### config.mk
export PLATFORM = sky130hd
export DESIGN_NAME = ppu_arbiter
export DESIGN_NICKNAME = d
export VERILOG_FILES = /design/src/rtl/ppu_arbiter.sv
export SDC_FILE = /design/constraint.sdc
export NUM_CORES = 1
export LEC_CHECK = 0
export CORE_AREA = 3 3 223 225
export CTS_CLUSTER_SIZE = 25
export DETAILED_ROUTE_END_ITERATION = 7
export DIE_AREA = 0 0 226 228
export HOLD_SLACK_MARGIN = 0.08
export REMOVE_ABC_BUFFERS = 1
export SLEW_MARGIN = 25
export SYNTH_ARGS = -nofsm -noshare
export SYNTH_HDL_FRONTEND = slang
export SYNTH_SLANG_ARGS = --single-unit
### constraint.sdc
create_clock -name clk_i -period 6.3 [get_ports clk_i]
set_input_delay 0.63 -clock clk_i [delete_from_list [all_inputs] [get_ports clk_i]]
set_output_delay 0.63 -clock clk_i [all_outputs]
set_load 0.1 [all_outputs]
### src/rtl/ppu_arbiter.sv
// ppu_arbiter: round-robin front end sharing one ppu_top among NREQ requesters;
// results are routed back in issue order through a tag FIFO. Optional grant lock: PPU_ARB_LOCK_EN.
module ppu_arbiter #(
   parameter int NREQ  = 4,
   parameter int WORD  = 32,
   parameter int OPW   = 3,
   parameter int DEPTH = 8
) (
   input  logic                     clk_i,
   input  logic                     rst_i,
   input  logic [NREQ-1:0]          req_valid_i,
   output logic [NREQ-1:0]          req_ready_o,
   input  logic [NREQ*WORD-1:0]     req_operand1_i,
   input  logic [NREQ*WORD-1:0]     req_operand2_i,
   input  logic [NREQ*WORD-1:0]     req_operand3_i,
   input  logic [NREQ*OPW-1:0]      req_op_i,
`ifdef PPU_ARB_LOCK_EN
   input  logic [NREQ-1:0]          req_lock_i,
`endif
   output logic                     ppu_in_valid_o,
   output logic [WORD-1:0]          ppu_operand1_o,
   output logic [WORD-1:0]          ppu_operand2_o,
   output logic [WORD-1:0]          ppu_operand3_o,
   output logic [OPW-1:0]           ppu_op_o,
   input  logic [WORD-1:0]          ppu_result_i,
   input  logic                     ppu_out_valid_i,
   output logic [NREQ-1:0]          rsp_valid_o,
   output logic [WORD-1:0]          rsp_result_o,
   output logic [$clog2(DEPTH):0]   inflight_o,
   output logic                     err_o
);

   localparam int IDXW = (NREQ > 1) ? $clog2(NREQ) : 1;
   localparam int PW   = $clog2(DEPTH);
   localparam int CW   = PW + 1;

   function automatic logic [NREQ-1:0] onehot(input logic [IDXW-1:0] idx);
      onehot = {{(NREQ-1){1'b0}}, 1'b1} << idx;
   endfunction

   logic [WORD-1:0] op1_a_s [NREQ];
   logic [WORD-1:0] op2_a_s [NREQ];
   logic [WORD-1:0] op3_a_s [NREQ];
   logic [OPW-1:0]  opc_a_s [NREQ];

   logic [IDXW-1:0] rr_ptr_r;
   logic [IDXW-1:0] sel_idx_s;
   logic            found_s;
   logic [NREQ-1:0] req_ready_s;
   logic            accept_s;
   logic            pop_s;
   logic [IDXW-1:0] tag_mem_r [DEPTH];
   logic [PW-1:0]   wr_ptr_r;
   logic [PW-1:0]   rd_ptr_r;
   logic [CW-1:0]   inflight_r;
   logic            err_r;
   logic            ppu_in_valid_r;
   logic [WORD-1:0] ppu_operand1_r;
   logic [WORD-1:0] ppu_operand2_r;
   logic [WORD-1:0] ppu_operand3_r;
   logic [OPW-1:0]  ppu_op_r;
`ifdef PPU_ARB_LOCK_EN
   logic            lock_vld_r;
`endif

   for (genvar k = 0; k < NREQ; k++) begin : g_unpack
      assign op1_a_s[k] = req_operand1_i[k*WORD +: WORD];
      assign op2_a_s[k] = req_operand2_i[k*WORD +: WORD];
      assign op3_a_s[k] = req_operand3_i[k*WORD +: WORD];
      assign opc_a_s[k] = req_op_i[k*OPW +: OPW];
   end

   // Requester selection: a held lock keeps the last grant, else search after rr_ptr_r with wrap.
   always_comb begin
      found_s   = 1'b0;
      sel_idx_s = rr_ptr_r;
`ifdef PPU_ARB_LOCK_EN
      if (lock_vld_r && req_lock_i[rr_ptr_r] && req_valid_i[rr_ptr_r]) begin
         found_s = 1'b1;
      end else begin
         found_s = 1'b0;
      end
`endif
      for (int i = 1; i <= NREQ; i++) begin
         if (!found_s && req_valid_i[IDXW'((int'(rr_ptr_r) + i) % NREQ)]) begin
            found_s   = 1'b1;
            sel_idx_s = IDXW'((int'(rr_ptr_r) + i) % NREQ);
         end else begin
            found_s = found_s;
         end
      end
   end

   // Grant only with FIFO room; deliberately blind to ppu_out_valid_i.
   always_comb begin
      req_ready_s = {NREQ{1'b0}};
      if (rst_i && found_s && (inflight_r < CW'(DEPTH))) begin
         req_ready_s = onehot(sel_idx_s);
      end else begin
         req_ready_s = {NREQ{1'b0}};
      end
   end

   assign accept_s = |req_ready_s;
   assign pop_s    = rst_i && ppu_out_valid_i && (inflight_r != {CW{1'b0}});

   // Zero-latency response steering from the FIFO head tag.
   always_comb begin
      rsp_valid_o = {NREQ{1'b0}};
      if (pop_s) begin
         rsp_valid_o = onehot(tag_mem_r[rd_ptr_r]);
      end else begin
         rsp_valid_o = {NREQ{1'b0}};
      end
   end

   // Tag storage needs no reset; pointers and count define its content.
   always_ff @(posedge clk_i) begin
      if (accept_s) begin
         tag_mem_r[wr_ptr_r] <= sel_idx_s;
      end
   end

   // Issue register, round-robin pointer, FIFO bookkeeping and sticky error.
   always_ff @(posedge clk_i) begin
      if (!rst_i) begin
         rr_ptr_r       <= IDXW'(NREQ-1);
         ppu_in_valid_r <= 1'b0;
         ppu_operand1_r <= {WORD{1'b0}};
         ppu_operand2_r <= {WORD{1'b0}};
         ppu_operand3_r <= {WORD{1'b0}};
         ppu_op_r       <= {OPW{1'b0}};
         wr_ptr_r       <= {PW{1'b0}};
         rd_ptr_r       <= {PW{1'b0}};
         inflight_r     <= {CW{1'b0}};
         err_r          <= 1'b0;
`ifdef PPU_ARB_LOCK_EN
         lock_vld_r     <= 1'b0;
`endif
      end else begin
         if (accept_s) begin
            rr_ptr_r       <= sel_idx_s;
            ppu_in_valid_r <= 1'b1;
            ppu_operand1_r <= op1_a_s[sel_idx_s];
            ppu_operand2_r <= op2_a_s[sel_idx_s];
            ppu_operand3_r <= op3_a_s[sel_idx_s];
            ppu_op_r       <= opc_a_s[sel_idx_s];
            wr_ptr_r       <= wr_ptr_r + 1'b1;
`ifdef PPU_ARB_LOCK_EN
            lock_vld_r     <= 1'b1;
`endif
         end else begin
            ppu_in_valid_r <= 1'b0;
         end
         if (pop_s) begin
            rd_ptr_r <= rd_ptr_r + 1'b1;
         end
         case ({accept_s, pop_s})
            2'b10:   inflight_r <= inflight_r + 1'b1;
            2'b01:   inflight_r <= inflight_r - 1'b1;
            default: inflight_r <= inflight_r;
         endcase
         if (ppu_out_valid_i && (inflight_r == {CW{1'b0}})) begin
            err_r <= 1'b1;
         end
      end
   end

   assign req_ready_o    = req_ready_s;
   assign ppu_in_valid_o = ppu_in_valid_r;
   assign ppu_operand1_o = ppu_operand1_r;
   assign ppu_operand2_o = ppu_operand2_r;
   assign ppu_operand3_o = ppu_operand3_r;
   assign ppu_op_o       = ppu_op_r;
   assign rsp_result_o   = ppu_result_i;
   assign inflight_o     = inflight_r;
   assign err_o          = err_r;

endmodule
==> flow_summary.json, run 1 <==
{
  "status": "complete, no violations",
  "hpwl_mm": 28.9,
  "post-cts-setup-buffers": 0,
  "setup-tns-final_ns": 0,
  "cts_resized": 0,
  "tool_warnings": 27,
  "rows": 80,
  "drt_iter0_markers": 521,
  "antenna_left": 0,
  "power_uw": 4110,
  "rsz0062_at_grt": "false",
  "worstSetupEndpointType": "primary output",
  "crit_fanout": 50,
  "path_class": "input pin to primary output",
  "clk_pin_slew_ns": 0.06,
  "max_slew_margin_pct": 9.30,
  "synth_top_flop_cell": "dfxtp_1",
  "powerDensity_nw_per_um2": 279,
  "ys_seq_share_pct": 31.7,
  "synth.area.top_cells": "dfxtp_1 (26%), a211oi_1 (17%), a31oi_1 (14%)",
  "setup_viol": 0,
  "yosys_warnings": 0,
  "clockBufferDepth": 2,
  "top_cells_by_count": "inv_1 (203), a211oi_1 (198), a31oi_1 (198), dfxtp_1 (116), nand2_1 (113)",
  "yosysTopAreaCell": "dfxtp_1",
  "ys_cells": 1189,
  "netlist_instances": 1189,
  "fp_util_pct": 18.5,
  "numCtsBuffers": 17,
  "period_used_pct": 72.7,
  "htree_levels": 4,
  "core_area_um2": 47700,
  "antenna_found_initial": 0,
  "firstDrtPassIters": 6,
  "async_flop_share_pct": 0,
  "yosys_area_um2": 8840,
  "arrival_ns": 3.95,
  "cts-root-buf": "clkbuf_16",
  "remaining_drc_errors": 0,
  "antennaDiodeCount": 0,
  "min_period_ns": 4.58,
  "grt_pass1_wl_mm": 62.5,
  "final_nets": 2014,
  "cts_tree": "yes",
  "synth_top_area_share_pct": 26.3,
  "maxCapViolCount": 0,
  "edf_count": 16,
  "startpoint_type": "input pin",
  "grt-ovfl-total": 0,
  "clock-sinks": 132,
  "place_congestion": 0.889,
  "hold_violations": 0,
  "tightest_slew_ns": 1.36,
  "chipArea_um2": 51500,
  "area_delta_synth_final_pct": 66.5,
  "ys_seq_elements": 132,
  "hold_path_class": "flip-flop to flip-flop",
  "grt_max_degree": 199,
  "p_leak_uw": 0.00560,
  "synth_cell_type_count": 38,
  "vias": 10670,
  "ir_drop_mv": 0.177,
  "grt_pass1_vias": 10838,
  "drv_slew": 0,
  "drt_wl_total_mm": 41.0,
  "routed_via_density": 4.85,
  "fillerInstances": 5006,
  "drive_gt1_share_pct": 3.97,
  "required_ns": 5.67,
  "synth.avg_cell_area_um2": 7.44,
  "clkLatencyLatePin_ns": 0.47,
  "synth.most_common_cell": "inv_1",
  "clock_skew_ns": 0.0124,
  "max_freq_ghz": 0.218,
  "cts-hold-fix-buffers": 0,
  "synth_area_um2": 8840
}
==> run 1: worst max-delay path: stages <==
cell	delay (ns)
clkdlybuf4s50_1	0.44
nor2b_1	0.19
o21ai_4	0.44
and3_4	0.69
inv_2	0.21
nor2_1	0.18
clkdlybuf4s50_1	1.15
==> run 1: cells in the final DEF (no fill, tap or decap), types with 4 or more instances in the layout <==
cell	count
a211oi_1	198
a21oi_1	6
a31oi_1	198
buf_4	11
clkbuf_16	18
clkdlybuf4s50_1	514
dfxtp_1	116
edfxtp_1	16
ha_1	5
inv_1	203
inv_6	5
mux4_2	4
nand2_1	112
nor2_1	25
nor2b_1	5
o31ai_1	99
xor2_1	4
==> run 1: cell type report <==
| cell class | instances | area [um^2] | share of cell area [%] |
|---|---|---|---|
| timing repair buffer | 529 | 5290 | 35.9 |
| clock inverter | 13 | 111 | 0.756 |
| clock buffer | 19 | 454 | 3.08 |
| sequential | 132 | 2800 | 19.0 |
| tap | 615 | 769 | 5.23 |
| multi-input combinational | 686 | 4520 | 30.7 |
| inverter | 207 | 782 | 5.31 |
==> run 1: layer usage <==
| metal | GRT usage [%] | up-vias | part of all wire (%) |
|---|---|---|---|
| li1 | - | 5058 | - |
| met1 | 18.1 | 5015 | 40 |
| met2 | 25.6 | 534 | 48 |
| met3 | 6.38 | 63 | 10 |
| met4 | 5.12 | 0 | 2.2 |
| met5 | 0 | - | 0 |
==> run 1: registers in the layout, indices dropped and copies added (netlist names), named ones only <==
| name | flops |
|---|---|
| ppu_operand3_o | 32 |
| ppu_operand2_o | 32 |
| err_o | 1 |
| ppu_in_valid_o | 1 |
| wr_ptr_r | 3 |
| ppu_operand1_o | 32 |
| tag_mem_r | 16 |
| ppu_op_o | 3 |
| rd_ptr_r | 3 |
| rr_ptr_r | 2 |
| inflight_o | 4 |
==> run 1: final timing paths <==
kind	startpoint	endpoint	slack (ns)	cells after the start
max	req_valid_i[3]	req_ready_o[0]	1.72	7
min	ppu_operand1_o[27]	ppu_operand1_o[27]	0.45	2
max reg2reg	rr_ptr_r[0]	ppu_operand3_o[11]	3.13	6
min reg2reg	ppu_operand1_o[27]	ppu_operand1_o[27]	0.45	2
==> run 1: power breakdown <==
group          leakage, uW  switching [uW]  total [uW]  internal, uW
registers          0.00111            77.0        1060           980
logic              0.00422            1420        2060           637
clock network     0.000279             457         995           538
==> run 1: per-stage QoR <==
stage / std cells / hold WS, ns / cell area, um^2 / util (%) / setup WS, ns
floorplan: 1025 / 0.446 / 8070 / - / -4.41
global route: 2201 / 0.477 / 14700 / 30.8 / 1.52
CTS: 2200 / 0.453 / 14700 / 30.8 / 1.72
global placement: 2168 / 0.434 / 14100 / 29.6 / 1.78
finish: 2201 / 0.450 / 14700 / 30.8 / 1.72
detailed placement: 2168 / 0.438 / 14100 / 29.6 / 1.73
==> run 1: kinds of logic after synthesis <==
kind of cell	count (synthesis)	synth area share, %
DFF	132	31.7
buffers and inverters	371	17.6
and+or+nand+nor	155	7.13
muxes	7	1.39
AOI/OAI and AO/OA	511	40.6
adders and majority gates	6	0.934
xor gates and xnor gates	7	0.693
Figure 1. Wiring by layer (run 1).
Scale: 1 px per um. Only two layers are drawn.
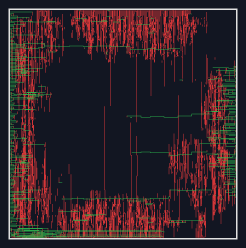
Key: green = met3 [wire length 4190 um]; red = met2 [wire length 19600 um]
GRT Total Usage: 15.5%
mean routed wirelength per cell: 18.6 um

Figure 2. Port wiring (run 1).
Scale: 1 px per um.
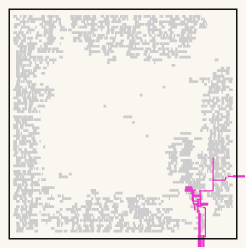
Key: magenta = inflight_o [bits 4, direction output, edge 3 bottom, 1 right, end cells 4, buffers 4, wire 270 um]
port bufs: 515
Ports: 580

Figure 3. I/O pins on the die edge (run 1).
Scale: 2 px per um. Pins as bars across the die edge, other pins in grey.
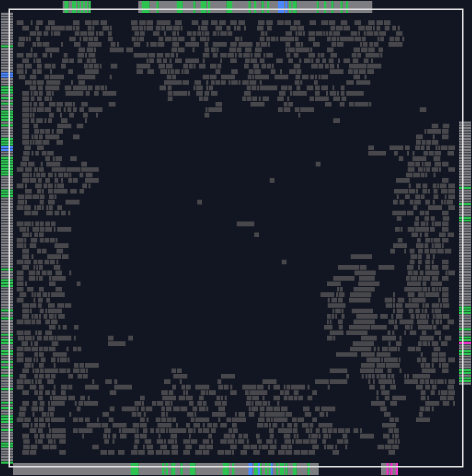
Key: blue = req_op_i [pins 12, direction input, edge 4 bottom, 4 top, 4 left]; green = req_operand2_i [pins 128, direction input, edge 48 left, 36 top, 28 bottom, 16 right]; magenta = inflight_o [pins 4, direction output, edge 3 bottom, 1 right]
Die Ht: 228 um
Die Wd: 226 um

Figure 4. Signal wires on met2 (run 1).
Scale: 2 px per um.
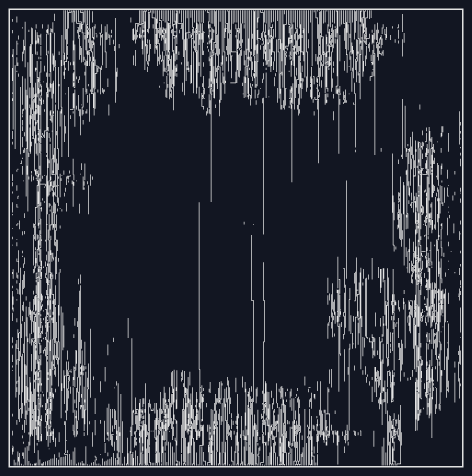

==> run 2, diff against run 1 <==
Settings changed: CORE_AREA 3 3 223 225 to 3 3 224 226, DIE_AREA 0 0 226 228 to 0 0 227 229.
Clock period 6.3 ns to 3.8 ns, I/O delays scaled along.
Figure 5. Signal wires on met2 (run 2).
Scale: 2 px per um.
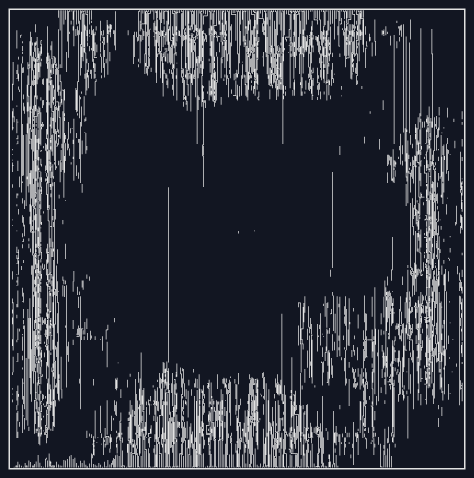
The longest straight run is 87.4 um. The wires run mostly vertical. 1652 nets have wire on it.
GR Util met2: 25.6%
total wire length: 41.9 mm

Figure 6. Wiring by layer (run 2).
Scale: 1 px per um. Only two layers are drawn.
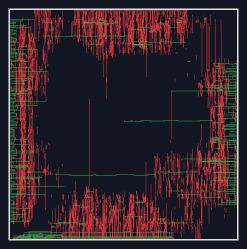
Key: red = met2 [wire length 19800 um]; green = met3 [wire length 4120 um]
GRT Total Usage: 15.7%
mean routed wirelength per cell: 18.9 um
Vias: 10789

==> flow_summary.json, run 2 <==
{
  "status": "complete, no violations",
  "yosysTopAreaCell": "dfxtp_1",
  "fillerInstances": 5163,
  "grt_pass1_vias": 10753,
  "top_cells_by_count": "inv_1 (203), a211oi_1 (198), a31oi_1 (198), dfxtp_1 (116), nand2_1 (113)",
  "path_cells": "mux4_2 > mux2_2 > or3b_1 > nor2_1 > buf_4",
  "grt_pass1_wl_mm": 63.0,
  "ios": 580,
  "cts-hold-fix-buffers": 0,
  "grt-ovfl-total": 0,
  "min_period_ns": 3.07,
  "area_delta_synth_final_pct": 68.9,
  "clock-sinks": 132,
  "yosys_warnings": 0,
  "crit_fanout": 4,
  "htree_levels": 4,
  "slowest_delay_ns": 0.55,
  "post-cts-setup-buffers": 0,
  "max_freq_ghz": 0.326,
  "synth_top_area_share_pct": 26.3,
  "synth_area_um2": 8840,
  "tightest_slew_ns": 1.34,
  "ys_cells": 1189,
  "synth_cell_type_count": 38,
  "powerDensity_nw_per_um2": 476,
  "place_congestion": 0.860,
  "clock_skew_ns": 0.0143,
  "power_uw": 7100,
  "finalInstanceArea_um2": 14900,
  "maxCapViolCount": 0,
  "synth_top_flop_cell": "dfxtp_1",
  "synth.most_common_cell": "inv_1",
  "yosys_area_um2": 8840,
  "antenna_left": 0,
  "hold_path_class": "flip-flop to flip-flop",
  "rsz0062_at_grt": "false",
  "numCtsBuffers": 17,
  "cts_resized": 0,
  "cts_tree": "yes",
  "antenna_found_initial": 1,
  "setup_viol": 0,
  "cts-root-buf": "clkbuf_16",
  "drv_slew": 0,
  "p_leak_uw": 0.00571,
  "io_buffers": 515,
  "core_area_um2": 48500,
  "use_met1_pct": 18.7,
  "clkLatencyLatePin_ns": 0.48,
  "ys_seq_elements": 132,
  "path_class": "flip-flop to primary output",
  "grt_max_degree": 199,
  "hold_violations": 0,
  "fp_util_pct": 18.2,
  "required_ns": 3.42,
  "final_nets": 2020,
  "chipArea_um2": 52000,
  "lay_top_count": "clkdlybuf4s50_1",
  "busiest_layer": "met2",
  "hpwl_mm": 29.8,
  "ir_drop_mv": 0.298,
  "ys_seq_share_pct": 31.7,
  "firstDrtPassIters": 6,
  "met3_usage_pct": 5.84,
  "startpoint_type": "flip-flop",
  "remaining_drc_errors": 0,
  "worstSetupEndpointType": "primary output",
  "drt_iter0_markers": 549,
  "synth.avg_cell_area_um2": 7.44,
  "drive_gt1_share_pct": 4.84,
  "rows": 81,
  "period_used_pct": 80.7,
  "clockBufferDepth": 2,
  "most-common-layout-cells": "clkdlybuf4s50_1 (506), inv_1 (203), a31oi_1 (198), a211oi_1 (198), dfxtp_1 (116)",
  "async_flop_share_pct": 0,
  "setup-tns-final_ns": 0,
  "die-height_um": 229,
  "routed_via_density": 4.87,
  "clk_pin_slew_ns": 0.06,
  "max_slew_margin_pct": 10.7,
  "crit_path_top_delay_cell": "mux4_2",
  "dpl-instance-area_um2": 14300,
  "arrival_ns": 2.69,
  "netlist_instances": 1189,
  "tool_warnings": 31,
  "synth.area.top_cells": "dfxtp_1 (26%), a211oi_1 (17%), a31oi_1 (14%)",
  "die_w_um": 227,
  "edf_count": 16
}
[run 2: cell counts after synthesis]
No cell type changed its count.
[run 2: logic make-up (layout without fill, tap and decap cells)]
family          after synthesis  after routing  share of synthesized area (%)
flops                       132            132                           31.7
buf+inv                     371            774                           17.6
simple gates                155            155                           7.13
fa+ha+maj                     6              6                          0.934
compound gates              511            511                           40.6
mux                           7              7                           1.39
xor+xnor                      7              7                          0.693
other cells                   0              2                              0
[run 2: layer usage]
| layer | vias up | part of all wire [%] |
|---|---|---|
| li1 | 5080 | - |
| met1 | 5086 | 40 |
| met2 | 549 | 47 |
| met3 | 74 | 9.8 |
| met4 | 0 | 2.7 |
| met5 | - | 0 |
[run 2: power breakdown]
| part | internal (uW) | switching [uW] |
|---|---|---|
| clock network | 1120 | 767 |
| registers | 1620 | 133 |
| logic | 1080 | 2370 |
| total | 3830 | 3270 |
[run 2: per-stage QoR]
step | instances | hold slack, ns | setup slack (ns) | utilization (%)
after floorplan | 1025 | 0.446 | -6.41 | -
after global placement | 2182 | 0.434 | 0.896 | 29.4
after detailed placement | 2182 | 0.441 | 0.875 | 29.4
after CTS | 2214 | 0.456 | 0.659 | 30.7
after global routing | 2215 | 0.469 | 0.634 | 30.8
final | 2216 | 0.450 | 0.734 | 30.8
[run 2: path summary, 6_finish.rpt]
| path | from | to | slack [ns] | depth (start not counted) |
|---|---|---|---|---|
| setup / recovery | flip-flop | rsp_valid_o[0] | 0.73 | 5 |
| hold / removal | ppu_operand3_o[13] | ppu_operand3_o[13] | 0.45 | 2 |
| setup reg to reg | inflight_o[0] | inflight_o[3] | 1.12 | 10 |
| hold reg to reg | ppu_operand3_o[13] | ppu_operand3_o[13] | 0.45 | 2 |
[run 2: critical path: cells and delay by family (launching register included)]
family                 cells  cell delay [ns]
buffers and inverters      1             0.32
DFF                        1             0.48
muxes                      2             0.85
and+or+nand+nor            2             0.57
[run 2: area by class of cell]
type                    instances  area, um^2  area share, %
repair buffers                535        5410           36.2
multi-input cells             686        4520           30.2
clock inverters                14         214           1.43
well taps                     622         778           5.21
inverters                     207         782           5.24
diodes                          2        5.00         0.0335
flip-flops and latches        132        2800           18.8
clock buffers                  18         429           2.87
Figure 7. Cell outlines without signal wires (run 2).
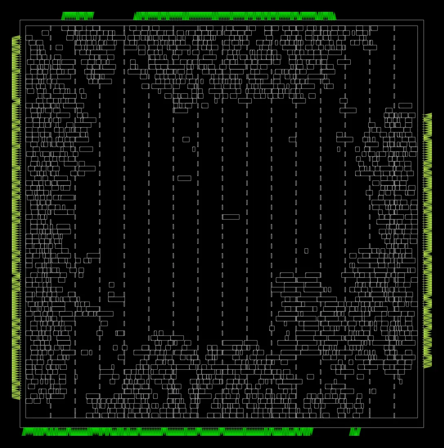

==> run 3, diff against run 2 <==
Settings changed: CORE_AREA 3 3 224 226 to 3 3 225 227, DIE_AREA 0 0 227 229 to 0 0 228 230.
Clock period 3.8 ns to 2.94 ns, I/O delays scaled along.
Figure 8. Cell outlines without signal wires (run 3).
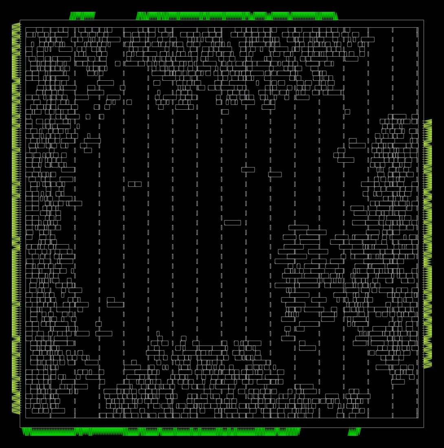
Filler Cell Count: 5195
FP Rows: 81
sequential share of cell area: 18.8%
n_taps: 664
registers: 132

Figure 9. I/O pins on the die edge (run 3).
Scale: 2 px per um. Pins as bars across the die edge, other pins in grey.
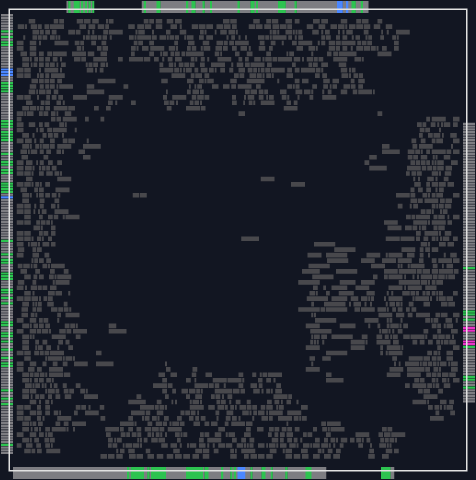
Key: magenta = inflight_o [pins 4, direction output, edge right]; green = req_operand2_i [pins 128, direction input, edge 48 left, 44 bottom, 28 top, 8 right]; blue = req_op_i [pins 12, direction input, edge 4 bottom, 4 top, 4 left]
All pins by edge: 177 bottom, 162 left, 138 top, 103 right.
Die Ht: 230 um
Die Wd: 228 um

==> flow_summary.json, run 3 <==
{
  "status": "complete, no violations",
  "lay_top_count": "clkdlybuf4s50_1",
  "final_nets": 2036,
  "use_met1_pct": 17.9,
  "required_ns": 2.65,
  "p_int_uw": 4700,
  "vias": 10863,
  "grt_pass1_wl_mm": 63.3,
  "drt_wl_total_mm": 41.6,
  "swShare_pct": 47.7,
  "min_period_ns": 2.75,
  "grt_pass1_vias": 11045,
  "place_congestion": 0.874,
  "maxCapViolCount": 0,
  "cp.depth": 5,
  "synth_cell_type_count": 38,
  "core_area_um2": 48800,
  "p_comb_share_pct": 49.8,
  "p_seq_share_pct": 25.4,
  "synth_top_area_share_pct": 26.3,
  "slowest_delay_ns": 0.51,
  "htree_levels": 4,
  "drive_gt1_share_pct": 12.4,
  "clock_skew_ns": 0.0113,
  "ios": 580,
  "drt-wirelength-per-cell_um": 18.3,
  "startpoint_type": "flip-flop",
  "gr-usage-all-layers_pct": 15.3,
  "path_cells": "mux4_2 > mux2_2 > or3b_1 > nor2_2 > buf_12",
  "ys_seq_share_pct": 31.7,
  "chipArea_um2": 52400,
  "hpwl_mm": 29.9,
  "grt_max_degree": 104,
  "area_delta_synth_final_pct": 69.1,
  "most-common-layout-cells": "clkdlybuf4s50_1 (402), inv_1 (203), a31oi_1 (198), a211oi_1 (198), buf_4 (126)",
  "synth.avg_cell_area_um2": 7.44,
  "arrival_ns": 2.45,
  "tool_warnings": 27,
  "yosys_area_um2": 8840,
  "drt_iter0_markers": 473,
  "top_cells_by_count": "inv_1 (203), a211oi_1 (198), a31oi_1 (198), dfxtp_1 (116), nand2_1 (113)",
  "clock-sinks": 132,
  "antenna_found_initial": 2,
  "cts-root-buf": "clkbuf_16",
  "seq_area_um2": 2800,
  "yosys_warnings": 0,
  "powerDensity_nw_per_um2": 600,
  "fp_util_pct": 18.1,
  "clk_pin_slew_ns": 0.07,
  "post-place-cells": 2240,
  "grt-ovfl-total": 0,
  "max_freq_ghz": 0.364,
  "edf_count": 16,
  "synth_top_flop_cell": "dfxtp_1",
  "ir_drop_mv": 0.397,
  "setup_viol": 0,
  "reg2reg_depth": 9,
  "synth_area_um2": 8840,
  "ys_cells": 1189,
  "fin_util_pct": 30.6,
  "antennaDiodeCount": 0,
  "netlist_instances": 1189,
  "logic_area_um2": 4520,
  "instances_no_fill": 2272,
  "numCtsBuffers": 17,
  "ys_seq_elements": 132,
  "worstHoldPathCells": 2,
  "switching_power_uw": 4280,
  "yosysTopAreaCell": "dfxtp_1",
  "path_class": "flip-flop to primary output",
  "rsz0062_at_grt": "false",
  "hold_path_class": "flip-flop to flip-flop",
  "cpLargestDelayFamily": "multiplexers",
  "worstSetupEndpointType": "primary output",
  "remaining_drc_errors": 0,
  "io_buffers": 515,
  "tightest_slew_ns": 0.725,
  "synth.area.top_cells": "dfxtp_1 (26%), a211oi_1 (17%), a31oi_1 (14%)",
  "p_clk_share_pct": 24.8,
  "crit_fanout": 4,
  "firstDrtPassIters": 5,
  "grt.met2_usage_pct": 24.8,
  "p_leak_uw": 0.00597,
  "clockBufferDepth": 2,
  "met3_usage_pct": 5.95,
  "routed_via_density": 4.78,
  "busiest_layer": "met2",
  "async_flop_share_pct": 0,
  "max_slew_margin_pct": 51.7,
  "crit_path_top_delay_cell": "mux4_2",
  "clkLatencyLatePin_ns": 0.47,
  "crit_buf_inv": 1,
  "antenna_left": 0,
  "cts_tree": "yes",
  "synth.most_common_cell": "inv_1",
  "period_used_pct": 93.4,
  "hold_violations": 0,
  "drv_slew": 0
}
-- run 3: cell counts after synthesis --
No cell type changed its count.
-- run 3: timing repair --
action | 4_1_cts | 5_1_grt
setup buffers | 0 | 0
endpoints found under the setup margin | 1 | 2
gates cloned | 0 | 0
gates resized | 1 | 1
pin swaps | 0 | 0
hold buffers | 0 | 0
-- run 3: per-stage QoR --
step / power [uW] / setup TNS [ns] / setup slack, ns / hold WS (ns) / instance area (um^2)
global route: 9410 / 0 / 0.0560 / 0.476 / 15000
detailed placement: 6800 / 0 / 0.142 / 0.441 / 14400
finish: 8980 / 0 / 0.194 / 0.450 / 15000
CTS: 9090 / 0 / 0.0211 / 0.456 / 15000
floorplan: 5220 / -650.86 / -7.10 / 0.383 / 8070
global placement: 6760 / 0 / 0.153 / 0.437 / 14400
-- run 3: logic make-up after synthesis --
group / after synthesis / synth area share [%]
AOI/OAI and AO/OA: 511 / 40.6
buffers and inverters: 371 / 17.6
and+or+nand+nor: 155 / 7.13
DFF: 132 / 31.7
xor gates and xnor gates: 7 / 0.693
muxes: 7 / 1.39
adders and majority gates: 6 / 0.934
-- run 3: per-layer routing --
layer | part of all wire [%] | vias to the layer above
li1 | - | 5104
met1 | 41 | 5155
met2 | 47 | 517
met3 | 8.9 | 83
met4 | 3.1 | 4
met5 | 0.082 | -
-- run 3: cell type report --
class | instances | area share [%]
tap | 664 | 5.56
inverter | 207 | 5.23
clock buffer | 17 | 2.85
multi-input combinational | 686 | 30.2
timing repair buffer | 551 | 36.3
clock inverter | 15 | 1.08
sequential | 132 | 18.8
-- run 3: tightest hold or removal path, cell delays in order (launching register included) --
cell and delay, ns:
dfxtp_1 0.32, nand2_1 0.05, o31ai_1 0.05
-- run 3: final timing paths --
path / to / startpoint / slack [ns]
max: rsp_valid_o[0] / flip-flop / 0.19
min: ppu_operand2_o[13] / ppu_operand2_o[13] / 0.45
max reg2reg: inflight_o[3] / inflight_o[0] / 0.35
min reg2reg: ppu_operand2_o[13] / ppu_operand2_o[13] / 0.45
-- run 3: power by group through the flow --
stage	clock network, uW	logic, uW	registers, uW
2_1_floorplan	0	1200	4020
3_3_place_gp	0	4450	2310
3_5_place_dp	0	4480	2320
4_1_cts	2320	4490	2280
5_1_grt	2390	4700	2320
6_report	2220	4470	2280
Power figures rest on the tool's default switching activity, not on a simulated workload.
